### src/rtl/mag_pkg.sv
// ============================================================================
// mag_pkg : shared types and elaboration helpers for the sequential comparator
// Rev 1.0 : initial release
// ============================================================================
`default_nettype none

package mag_pkg;

  typedef enum logic [1:0] {
    IDLE = 2'd0,
    RUN  = 2'd1,
    DONE = 2'd2
  } state_t;

  typedef struct packed {
    logic gt;
    logic eq;
    logic lt;
  } cmp_res_t;

  // Operands must split into a whole, non-zero number of slices.
  function automatic bit width_ok(input int width, input int chunk);
    return (chunk > 0) && (width >= chunk) && ((width % chunk) == 0);
  endfunction

endpackage

`default_nettype wire

### src/rtl/mag_chunk.sv
// ============================================================================
// mag_chunk : combinational CHUNK-bit unsigned magnitude compare
// Rev 1.0 : initial release
// ============================================================================
`default_nettype none

module mag_chunk
  import mag_pkg::*;
#(
  parameter int CHUNK = 4
) (
  input  logic [CHUNK-1:0] a,
  input  logic [CHUNK-1:0] b,
  output cmp_res_t         res
);

  always_comb begin
    res.gt = (a > b);
    res.eq = (a == b);
    res.lt = (a < b);
  end

endmodule

`default_nettype wire

### src/rtl/mag_cmp_seq.sv
// ============================================================================
// mag_cmp_seq : multi-cycle MSB-first magnitude comparator with early exit.
// Optional feature macro: MAG_CMP_SIGNED_EN (adds signed_cmp port).
// Rev 1.0 : initial release
// ============================================================================
`default_nettype none

module mag_cmp_seq
  import mag_pkg::*;
#(
  parameter int WIDTH = 32,
  parameter int CHUNK = 4
) (
  input  logic             sys_clk,
  input  logic             reset,
  input  logic             start_valid,
  output logic             start_ready,
  input  logic [WIDTH-1:0] a,
  input  logic [WIDTH-1:0] b,
  input  logic             gti,
  input  logic             eqi,
  input  logic             lti,
`ifdef MAG_CMP_SIGNED_EN
  input  logic             signed_cmp,
`endif
  output logic             res_valid,
  input  logic             res_ready,
  output logic             gto,
  output logic             eqo,
  output logic             lto,
  output logic             busy
);

  localparam int NCHUNK = WIDTH / CHUNK;
  localparam int IDXW   = (NCHUNK > 1) ? $clog2(NCHUNK) : 1;
  localparam logic [IDXW-1:0] TOP_IDX = IDXW'(NCHUNK - 1);

  if (!width_ok(WIDTH, CHUNK)) begin : g_bad_cfg
    $error("mag_cmp_seq: WIDTH must be a non-zero multiple of CHUNK");
  end

  state_t           state;
  logic [WIDTH-1:0] a_q, b_q;
  logic             gti_q, eqi_q, lti_q;
  logic [IDXW-1:0]  idx;
  cmp_res_t         flags, slice_res, cascade_res;
  logic [CHUNK-1:0] a_sl, b_sl, a_cmp, b_cmp;
  logic             accept;

  assign start_ready = ~reset & ((state == IDLE) | ((state == DONE) & res_ready));
  assign accept      = start_valid & start_ready;
  assign res_valid   = (state == DONE);
  assign busy        = (state == RUN);
  assign gto         = flags.gt;
  assign eqo         = flags.eq;
  assign lto         = flags.lt;

  always_comb begin
    a_sl = a_q[int'(idx)*CHUNK +: CHUNK];
    b_sl = b_q[int'(idx)*CHUNK +: CHUNK];
  end

`ifdef MAG_CMP_SIGNED_EN
  logic signed_q;
  logic flip;

  always_ff @(posedge sys_clk) begin
    if (reset)       signed_q <= 1'b0;
    else if (accept) signed_q <= signed_cmp;
  end

  // Two's-complement order equals unsigned order once the sign bits are flipped.
  assign flip  = signed_q & (idx == TOP_IDX);
  assign a_cmp = a_sl ^ (CHUNK'(flip) << (CHUNK - 1));
  assign b_cmp = b_sl ^ (CHUNK'(flip) << (CHUNK - 1));
`else
  assign a_cmp = a_sl;
  assign b_cmp = b_sl;
`endif

  mag_chunk #(
    .CHUNK(CHUNK)
  ) u_chunk (
    .a  (a_cmp),
    .b  (b_cmp),
    .res(slice_res)
  );

  // Illegal cascade combinations pass through unchecked.
  always_comb begin
    cascade_res.eq = eqi_q;
    cascade_res.gt = ~eqi_q & ~lti_q;
    cascade_res.lt = ~eqi_q & ~gti_q;
  end

  always_ff @(posedge sys_clk) begin
    if (reset) begin
      state <= IDLE;
      idx   <= '0;
      flags <= '0;
      a_q   <= '0;
      b_q   <= '0;
      gti_q <= 1'b0;
      eqi_q <= 1'b0;
      lti_q <= 1'b0;
    end else if (accept) begin
      a_q   <= a;
      b_q   <= b;
      gti_q <= gti;
      eqi_q <= eqi;
      lti_q <= lti;
      idx   <= TOP_IDX;
      state <= RUN;
    end else begin
      case (state)
        RUN: begin
          if (!slice_res.eq) begin
            flags <= slice_res;
            state <= DONE;
          end else if (idx == '0) begin
            flags <= cascade_res;
            state <= DONE;
          end else begin
            idx <= idx - 1'b1;
          end
        end
        DONE: begin
          if (res_ready) state <= IDLE;
        end
        default: state <= IDLE;
      endcase
    end
  end

endmodule

`default_nettype wire

### config.mk
export PLATFORM = sky130hd
export DESIGN_NAME = mag_cmp_seq
export DESIGN_NICKNAME = d
export VERILOG_FILES = /design/src/rtl/mag_pkg.sv /design/src/rtl/mag_chunk.sv /design/src/rtl/mag_cmp_seq.sv
export SDC_FILE = /design/constraint.sdc
export NUM_CORES = 1
export LEC_CHECK = 0
export ABC_AREA = 1
export CAP_MARGIN = 20
export CORE_MARGIN = 3
export CORE_UTILIZATION = 44
export DETAILED_ROUTE_END_ITERATION = 12
export PLACE_DENSITY = 0.8
export SYNTH_ARGS = -nofsm -noshare
export SYNTH_HDL_FRONTEND = slang
export SYNTH_HIERARCHICAL = 1
export SYNTH_SLANG_ARGS = --single-unit
### constraint.sdc
create_clock -name sys_clk -period 4 [get_ports sys_clk]
set_input_delay 0.4 -clock sys_clk [delete_from_list [all_inputs] [get_ports sys_clk]]
set_output_delay 0.4 -clock sys_clk [all_outputs]
set_load 0.01 [all_outputs]
Ports around the boundary:
The bar under the picture is 20 um long. Pins as bars across the die edge, other pins in grey.
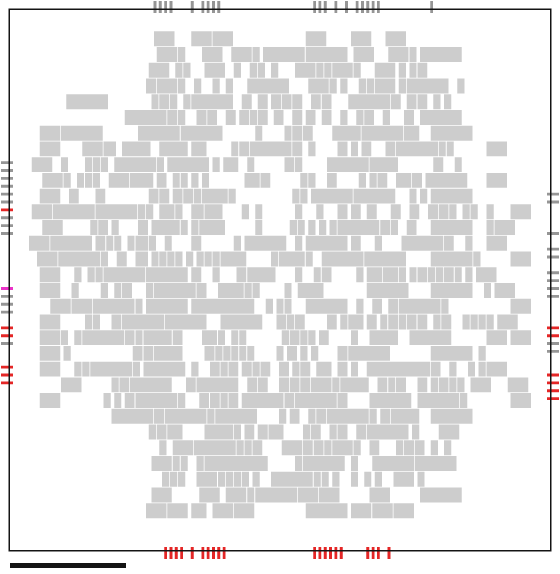
Magenta is gti, pins 1, direction input, edge west. Red is a, pins 32, direction input, edge 20 south, 6 west, 6 east.
All pins by edge: 20 west, 20 south, 20 north, 17 east.
DIE WIDTH: 93.4 um
Die H: 93.4 um

Close-up of the layout:
Region (60, 60) to (80, 80) um. Cells in grey, sequential cells in the stronger grey; small squares are vias.
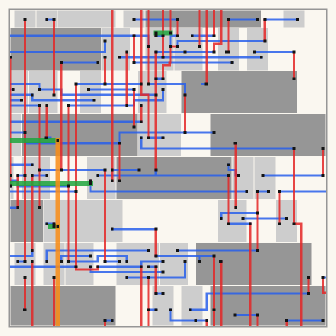
Orange is metal 4. Red is metal 2. Green is metal 3. Blue is metal 1.
32 logic cells have their middle in the window. Most frequent: dfxtp_1 (8), inv_1 (7), o21ai_0 (5). Netlist names of flops here include b_q (8). Sequential cells in the window: 8.

Local utilization:
9 x 9 tiles, from white (low) to dark blue (high), 0 to 100% covered.
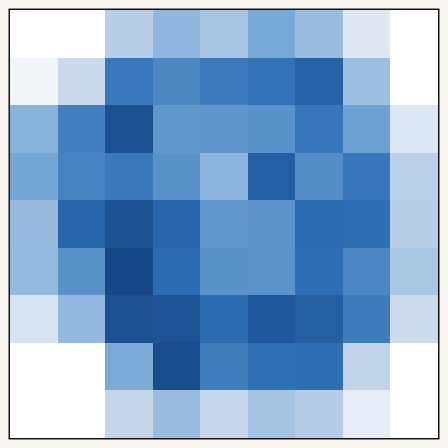
The emptiest ninth of the die: south-west. The fullest tile reaches 91%. 20% of the tiles are over 75% full. 12% of the tiles are nearly empty. The mean over all tiles is 49%.
fp util: 0.458
core box area: 0.00733 mm^2
fin util: 0.598

Cell sizes after repair:
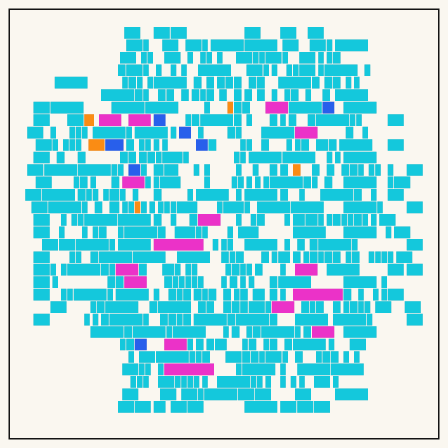
Cyan is _0 and _1 cells, cells 525, most used nand2_1. Blue is _3 and _4 cells, cells 7, most used buf_4. Magenta is _6 and larger, cells 15, most used clkbuf_8. Orange is _2 cells, cells 5, most used inv_2.
Final Worst Setup Slack: 1.11 ns
design area: 0.00439 mm^2
nonclk buf count: 82
Area Growth Syn to Fin: 30.5%

Placement view:
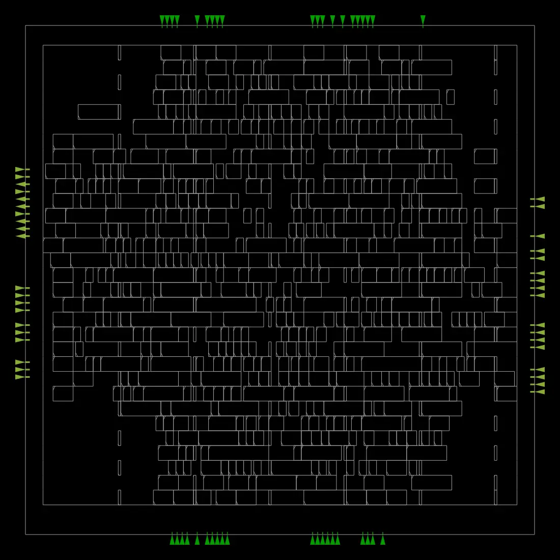
tap cells: 99
sequential portion of the cell area: 0.342
non-filler cells, final: 651
Rows: 31

==> results.sh <==
# implementation run metrics
export IMPL_place_detailed_hpwl_mm=6.11
export IMPL_top_logic_kind="simple AND/OR/NAND/NOR gates"
export IMPL_r2r_slack_ns=1.11
export IMPL_ir_drop_v=0.000255
export IMPL_cts_buffers=9
export IMPL_seq_cell_count=75
export IMPL_dp_worst_setup_slack_ns=1.13
export IMPL_ios=77
export IMPL_yosys_area_share_aoi=0.159
export IMPL_grt_setup_unrepaired="no"
export IMPL_timing_hold_ws_ns=0.467
export IMPL_p_leak_nw=1.94
export IMPL_htree_levels=3
export IMPL_hold_end="a_q[14]"
export IMPL_top_layer_used="met4"
export IMPL_worst_slew_pin_slew_ns=0.849
export IMPL_clockBufferCount=12
export IMPL_clockPowerShare=0.363
export IMPL_min_from="a_q[14]"
export IMPL_synth_nets=561
export IMPL_hold_path_class="flop to flop"
export IMPL_grtUsageMet2=0.306
export IMPL_netlist_area_mm2=0.00336
export IMPL_finish_net_count=624
export IMPL_grt_pass1_wl_mm=14.0
export IMPL_worstRegToRegCells=16
export IMPL_synth_simple_area_share=0.264
export IMPL_power_frac_seq=0.418
export IMPL_intPower_w=0.00147
export IMPL_clk_share=0.0593
export IMPL_pwr_share_comb=0.218
export IMPL_top_cell="nand2_1"
export IMPL_grt_max_degree=50
export IMPL_flop_cell="dfxtp_1"
export IMPL_ys_cells=484
export IMPL_crit_path_frequent_cell="nand2_1"
export IMPL_yosysSeqAreaShare=0.447
export IMPL_power_w=0.00203
export IMPL_crit_buf_inv=4
export IMPL_ant_nets=0
export IMPL_flop_area_mm2=0.00150
export IMPL_setup_violations=0
export IMPL_comb_area_mm2=0.00150
export IMPL_fin_tns_setup_ns=0
export IMPL_ctsResizeCount=0
export IMPL_root_buffer="clkbuf_8"
export IMPL_p_sw_frac=0.275
export IMPL_comb_cell_share=0.343
export IMPL_wl_met2_mm=3.76
export IMPL_nMultiInputCombCells=328
export IMPL_ys_flops=75
export IMPL_setup_worst_path_start_class="flop"
export IMPL_slowest_stage="buf_4"
export IMPL_p_seq_w=0.000849
export IMPL_wl_met1_mm=4.01
export IMPL_grt_busiest_layer="met2"
export IMPL_first_iter_violations=190
export IMPL_reg_top3="a_q (32), b_q (32), idx (3)"
export IMPL_powerComb_w=0.000443
export IMPL_pwr_density_cell_mw_per_mm2=463
export IMPL_finalWirelength_mm=8.40
export IMPL_worstSetupEndpointType="flop"
export IMPL_synth_cell_types=22
export IMPL_outcome="finished, final reports clean"
export IMPL_gp_congestion=0.817
export IMPL_async_flop_share=0
export IMPL_finalClockPeriodUsage=0.723
export IMPL_path_clk_slew_ns=0.08
export IMPL_dieArea_mm2=0.00872
export IMPL_drc_errors=0
export IMPL_clock_sinks=75
export IMPL_route_met3_wl_um=475
export IMPL_r2r_start="idx[0]"
export IMPL_yosys_warnings=6
export IMPL_antenna_cells=0
export IMPL_post_route_min_period_ns=2.89
export IMPL_grt_pass1_vias=3008
export IMPL_fillers=661
export IMPL_finClkSkew_ns=0.00684
export IMPL_syn_instance_count=484
export IMPL_ys_sh_mux=0
export IMPL_cp_cell_sequence="buf_4 -> inv_2 -> a21oi_1 -> o21ai_0 -> nand2_1 -> nand2_1 -> nand2_1 -> inv_1 -> ha_1 -> nand2_1 -> nor2_1 -> nand2_1 -> nand2_1 -> inv_1 -> o21ai_0 -> nor2_1"
export IMPL_max_stage_delay_ns=0.41
export IMPL_maxSlewHeadroom=0.432
export IMPL_grtUsageTotal=0.202
export IMPL_warning_count=27
export IMPL_dp_cells=635
export IMPL_xor_share=0.00261
export IMPL_yosys_top_cells_count="nand2_1, dfxtp_1, o21ai_0"
